### src/rtl/sysid_check_master.sv
// sysid_check_master: Avalon-MM read master that fetches the system-ID word
// (address 0) and build timestamp (address 1), compares them against the
// expected constants and holds the verdict until the next start pulse.
module sysid_check_master #(
    parameter logic [31:0] EXPECTED_ID    = 32'hACD51302,
    parameter logic [31:0] EXPECTED_TS    = 32'h54ACE2AE,
    parameter int unsigned CHECK_TS       = 1,
    parameter int unsigned READ_LATENCY   = 0,
    parameter int unsigned TIMEOUT_CYCLES = 255
) (
    input  logic        clock,
    input  logic        reset,
    input  logic        start,
    output logic        busy,
    output logic        done,
    output logic        pass,
    output logic        id_ok,
    output logic        ts_ok,
    output logic        timeout,
    output logic [31:0] id_value,
    output logic [31:0] ts_value,
    output logic        avm_address,
    output logic        avm_read,
    input  logic        avm_waitrequest,
    input  logic [31:0] avm_readdata
);

    typedef enum logic [2:0] {
        IDLE,
        RD_ID,
        LAT_ID,
        RD_TS,
        LAT_TS,
        DONE
    } state_t;

    localparam bit          NO_LAT   = (READ_LATENCY == 0);
    localparam logic [15:0] TMO_LAST = 16'(TIMEOUT_CYCLES - 1);
    localparam logic [15:0] LAT_LAST = NO_LAT ? 16'd0 : 16'(READ_LATENCY - 1);

    state_t      state_q, state_d;
    logic [15:0] tmo_cnt_q, tmo_cnt_d;
    logic [15:0] lat_cnt_q, lat_cnt_d;
    logic        done_q, done_d;
    logic        pass_q, pass_d;
    logic        id_ok_q, id_ok_d;
    logic        ts_ok_q, ts_ok_d;
    logic        timeout_q, timeout_d;
    logic [31:0] id_value_q, id_value_d;
    logic [31:0] ts_value_q, ts_value_d;

    logic        rd_active;
    logic        accept;
    logic        tmo_hit;
    logic        finish;
    logic        abort_id;
    logic        abort_ts;

    assign rd_active   = (state_q == RD_ID) || (state_q == RD_TS);
    assign accept      = rd_active && !avm_waitrequest;
    // >= so an accept landing on the final allowed cycle still aborts in LAT_*
    assign tmo_hit     = (tmo_cnt_q >= TMO_LAST);

    assign avm_read    = rd_active;
    assign avm_address = (state_q == RD_TS) || (state_q == LAT_TS);
    assign busy        = (state_q == RD_ID) || (state_q == LAT_ID) ||
                         (state_q == RD_TS) || (state_q == LAT_TS);
    assign done        = done_q;
    assign pass        = pass_q;
    assign id_ok       = id_ok_q;
    assign ts_ok       = ts_ok_q;
    assign timeout     = timeout_q;
    assign id_value    = id_value_q;
    assign ts_value    = ts_value_q;

    // Next-state, read sequencing, capture and verdict evaluation
    always_comb begin
        state_d    = state_q;
        tmo_cnt_d  = tmo_cnt_q;
        lat_cnt_d  = lat_cnt_q;
        done_d     = 1'b0;
        pass_d     = pass_q;
        id_ok_d    = id_ok_q;
        ts_ok_d    = ts_ok_q;
        timeout_d  = timeout_q;
        id_value_d = id_value_q;
        ts_value_d = ts_value_q;
        finish     = 1'b0;
        abort_id   = 1'b0;
        abort_ts   = 1'b0;

        case (state_q)
            IDLE, DONE: begin
                if (start) begin
                    state_d    = RD_ID;
                    tmo_cnt_d  = '0;
                    lat_cnt_d  = '0;
                    pass_d     = 1'b0;
                    id_ok_d    = 1'b0;
                    ts_ok_d    = 1'b0;
                    timeout_d  = 1'b0;
                    id_value_d = '0;
                    ts_value_d = '0;
                end
            end
            RD_ID: begin
                if (accept) begin
                    if (NO_LAT) begin
                        id_value_d = avm_readdata;
                        state_d    = RD_TS;
                        tmo_cnt_d  = '0;
                    end else begin
                        state_d   = LAT_ID;
                        lat_cnt_d = '0;
                        tmo_cnt_d = tmo_cnt_q + 16'd1;
                    end
                end else if (tmo_hit) begin
                    abort_id = 1'b1;
                end else begin
                    tmo_cnt_d = tmo_cnt_q + 16'd1;
                end
            end
            LAT_ID: begin
                if (lat_cnt_q == LAT_LAST) begin
                    id_value_d = avm_readdata;
                    state_d    = RD_TS;
                    tmo_cnt_d  = '0;
                end else if (tmo_hit) begin
                    abort_id = 1'b1;
                end else begin
                    lat_cnt_d = lat_cnt_q + 16'd1;
                    tmo_cnt_d = tmo_cnt_q + 16'd1;
                end
            end
            RD_TS: begin
                if (accept) begin
                    if (NO_LAT) begin
                        ts_value_d = avm_readdata;
                        finish     = 1'b1;
                    end else begin
                        state_d   = LAT_TS;
                        lat_cnt_d = '0;
                        tmo_cnt_d = tmo_cnt_q + 16'd1;
                    end
                end else if (tmo_hit) begin
                    abort_ts = 1'b1;
                end else begin
                    tmo_cnt_d = tmo_cnt_q + 16'd1;
                end
            end
            LAT_TS: begin
                if (lat_cnt_q == LAT_LAST) begin
                    ts_value_d = avm_readdata;
                    finish     = 1'b1;
                end else if (tmo_hit) begin
                    abort_ts = 1'b1;
                end else begin
                    lat_cnt_d = lat_cnt_q + 16'd1;
                    tmo_cnt_d = tmo_cnt_q + 16'd1;
                end
            end
            default: begin
                state_d = IDLE;
            end
        endcase

        if (finish || abort_id || abort_ts) begin
            state_d   = DONE;
            done_d    = 1'b1;
            timeout_d = abort_id || abort_ts;
            id_ok_d   = !abort_id && (id_value_d == EXPECTED_ID);
            ts_ok_d   = finish && ((CHECK_TS == 0) || (ts_value_d == EXPECTED_TS));
            pass_d    = id_ok_d && ts_ok_d && !timeout_d;
        end
    end

    // State and result registers with synchronous reset
    always_ff @(posedge clock) begin
        if (reset) begin
            state_q    <= IDLE;
            tmo_cnt_q  <= '0;
            lat_cnt_q  <= '0;
            done_q     <= 1'b0;
            pass_q     <= 1'b0;
            id_ok_q    <= 1'b0;
            ts_ok_q    <= 1'b0;
            timeout_q  <= 1'b0;
            id_value_q <= '0;
            ts_value_q <= '0;
        end else begin
            state_q    <= state_d;
            tmo_cnt_q  <= tmo_cnt_d;
            lat_cnt_q  <= lat_cnt_d;
            done_q     <= done_d;
            pass_q     <= pass_d;
            id_ok_q    <= id_ok_d;
            ts_ok_q    <= ts_ok_d;
            timeout_q  <= timeout_d;
            id_value_q <= id_value_d;
            ts_value_q <= ts_value_d;
        end
    end

endmodule

### config.mk
export PLATFORM = sky130hd
export DESIGN_NAME = sysid_check_master
export DESIGN_NICKNAME = d
export VERILOG_FILES = /design/src/rtl/sysid_check_master.sv
export SDC_FILE = /design/constraint.sdc
export NUM_CORES = 1
export LEC_CHECK = 0
export ABC_AREA = 1
export ABC_CLOCK_PERIOD_IN_PS = 2400
export CAP_MARGIN = 20
export CORE_ASPECT_RATIO = 1.75
export CORE_MARGIN = 2
export CORE_UTILIZATION = 40
export DETAILED_ROUTE_END_ITERATION = 10
export HOLD_SLACK_MARGIN = 0.02
export PLACE_DENSITY = 0.68
export RECOVER_POWER = 25
export SLEW_MARGIN = 20
export SYNTH_ARGS = -nofsm -noshare
export SYNTH_HDL_FRONTEND = slang
export SYNTH_SLANG_ARGS = --single-unit
export TNS_END_PERCENT = 30
### constraint.sdc
create_clock -name clock -period 2.4 [get_ports clock]
set_input_delay 0.48 -clock clock [delete_from_list [all_inputs] [get_ports clock]]
set_output_delay 0.48 -clock clock [all_outputs]
set_load 0.02 [all_outputs]
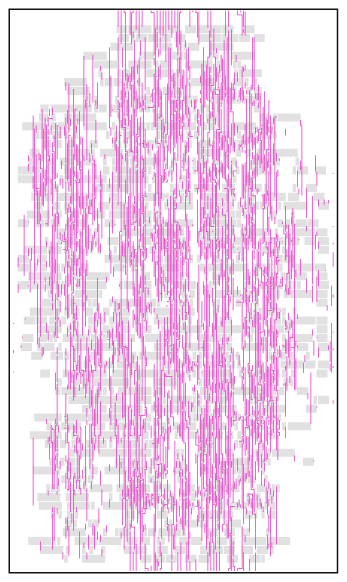
(the metal 2 layer)
Cells faint in the background.
- longest straight run: 51.2 um
- nets with wire on the layer: 1013

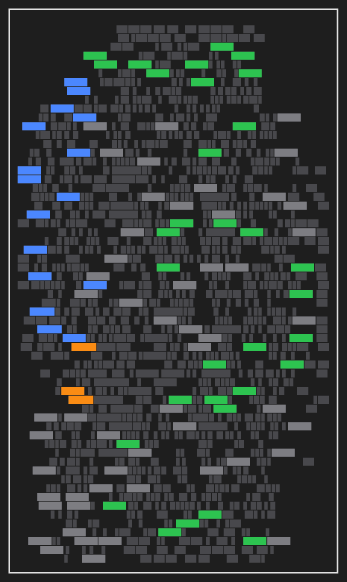
(where the registers sit)
Other sequential cells in the stronger gray, the rest of the logic in the fainter gray.
- blue: lat_cnt_q (flops 16)
- orange: state_q (flops 3)
- green: ts_value (flops 32)

==> Slide: Implementation Results <==
Run Summary

CTS
  • Clock Path Buffers: 2
  • Num CTS Buffers: 9
  • CTS H-tree depth: 3
  • Clk root buf: clkbuf_16
  • Reg clk slew, reported paths: 70 ps

Placement
  • Inst Count DP: 1407
  • Placer Congestion: 0.961

Floorplanning
  • Tap cells: 189
  • FP Rows: 61
  • Ports: 108
  • Die W: between 100 and 150 um

Status
  • Status: completed

Synthesis
  • AO/OA Area Share: 0.151
  • Mapped Avg Cell Area: 6.04 um^2
  • Seq share, synth: 0.318
  • Asr flop ratio synth: 0
  • Top logic family: simple AND/OR/NAND/NOR gates
  • Basic Gates by Area: 0.363

Final layout
  • Number of fill cells: 1601
  • Clock buffer count: 12
  • Final core occ: 0.549
  • # diodes: 0
  • Inverters excl. clock: 212
  • Share of cells above drive strength 1: 0.108
  • Flip-flops: 104

Timing
  • Max Slew Vio Count: 0
  • Max_slew headroom: 0.708

Detailed routing
  • Metal-1 WL: between 8000 and 9000 um
  • Met2 wire length: 11200 um
  • Drt drc: 0
  • Final WL: roughly 22000 um
  • Metal3 WL: 1430 um
  • Routed WL per cell: 15.7 um

Global routing
  • First-pass GRT wire length: 35000 um
  • Largest net degree at the start of global routing: between 60 and 70
  • Initial antenna violation count: 0

Critical path
  • Worst Setup SP: state_q[2]
  • CP Cell Sequence: inv_2 > nor2_1 > nand2_1 > nand2_1 > clkdlybuf4s50_1
  • Worst-path maximum fanout: 3

Pwr
  • Comb. pwr: 4600 uW
  • Worst vdd ir: about 480 uV

Hold path
  • Hold Path Depth: 2
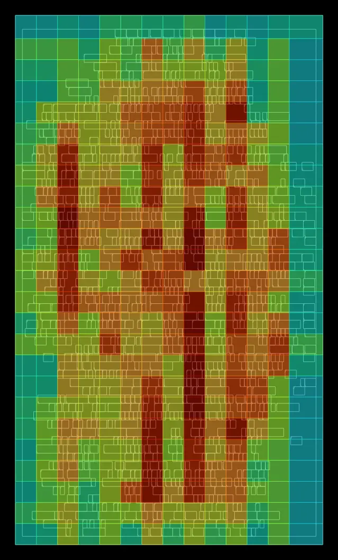
(routing congestion)
total track usage: 0.251
routing usage on met3: 0.0388

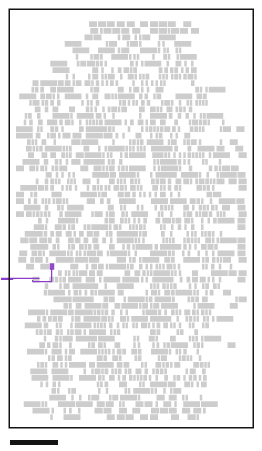
(I/O nets highlighted)
Scale bar: 20 um.
- purple: busy (bits 1; direction output; end cells 1; buffers 1; wire 26.3 um)

==> synthesized netlist by cell type (2+ instances only) <==
master    number  area share
nand3_2        2      0.0031
a22oi_1        2      0.0023
xor2_1         2      0.0027
nor2_1       120       0.069
nor3_2         2      0.0031
buf_1          2      0.0011
nand4_1        5      0.0048
and3_1         2      0.0019
o21ai_0       41       0.031
a31oi_1        2      0.0019
o211ai_1      72       0.083
a211oi_1       5      0.0057
buf_2         23       0.018
buf_6          2      0.0034
dfxtp_1      104        0.32
nor2_4         2      0.0034
nor3_1        14       0.011
nand2_1      270        0.15
inv_2          8      0.0046
a21oi_1       26       0.020
nor2_2         4      0.0038
ha_1           4      0.0076
inv_1        203        0.12
nand3_1      132        0.10
clkbuf_1      20       0.011
Power figures rest on the tool's default switching activity, not on a simulated workload.
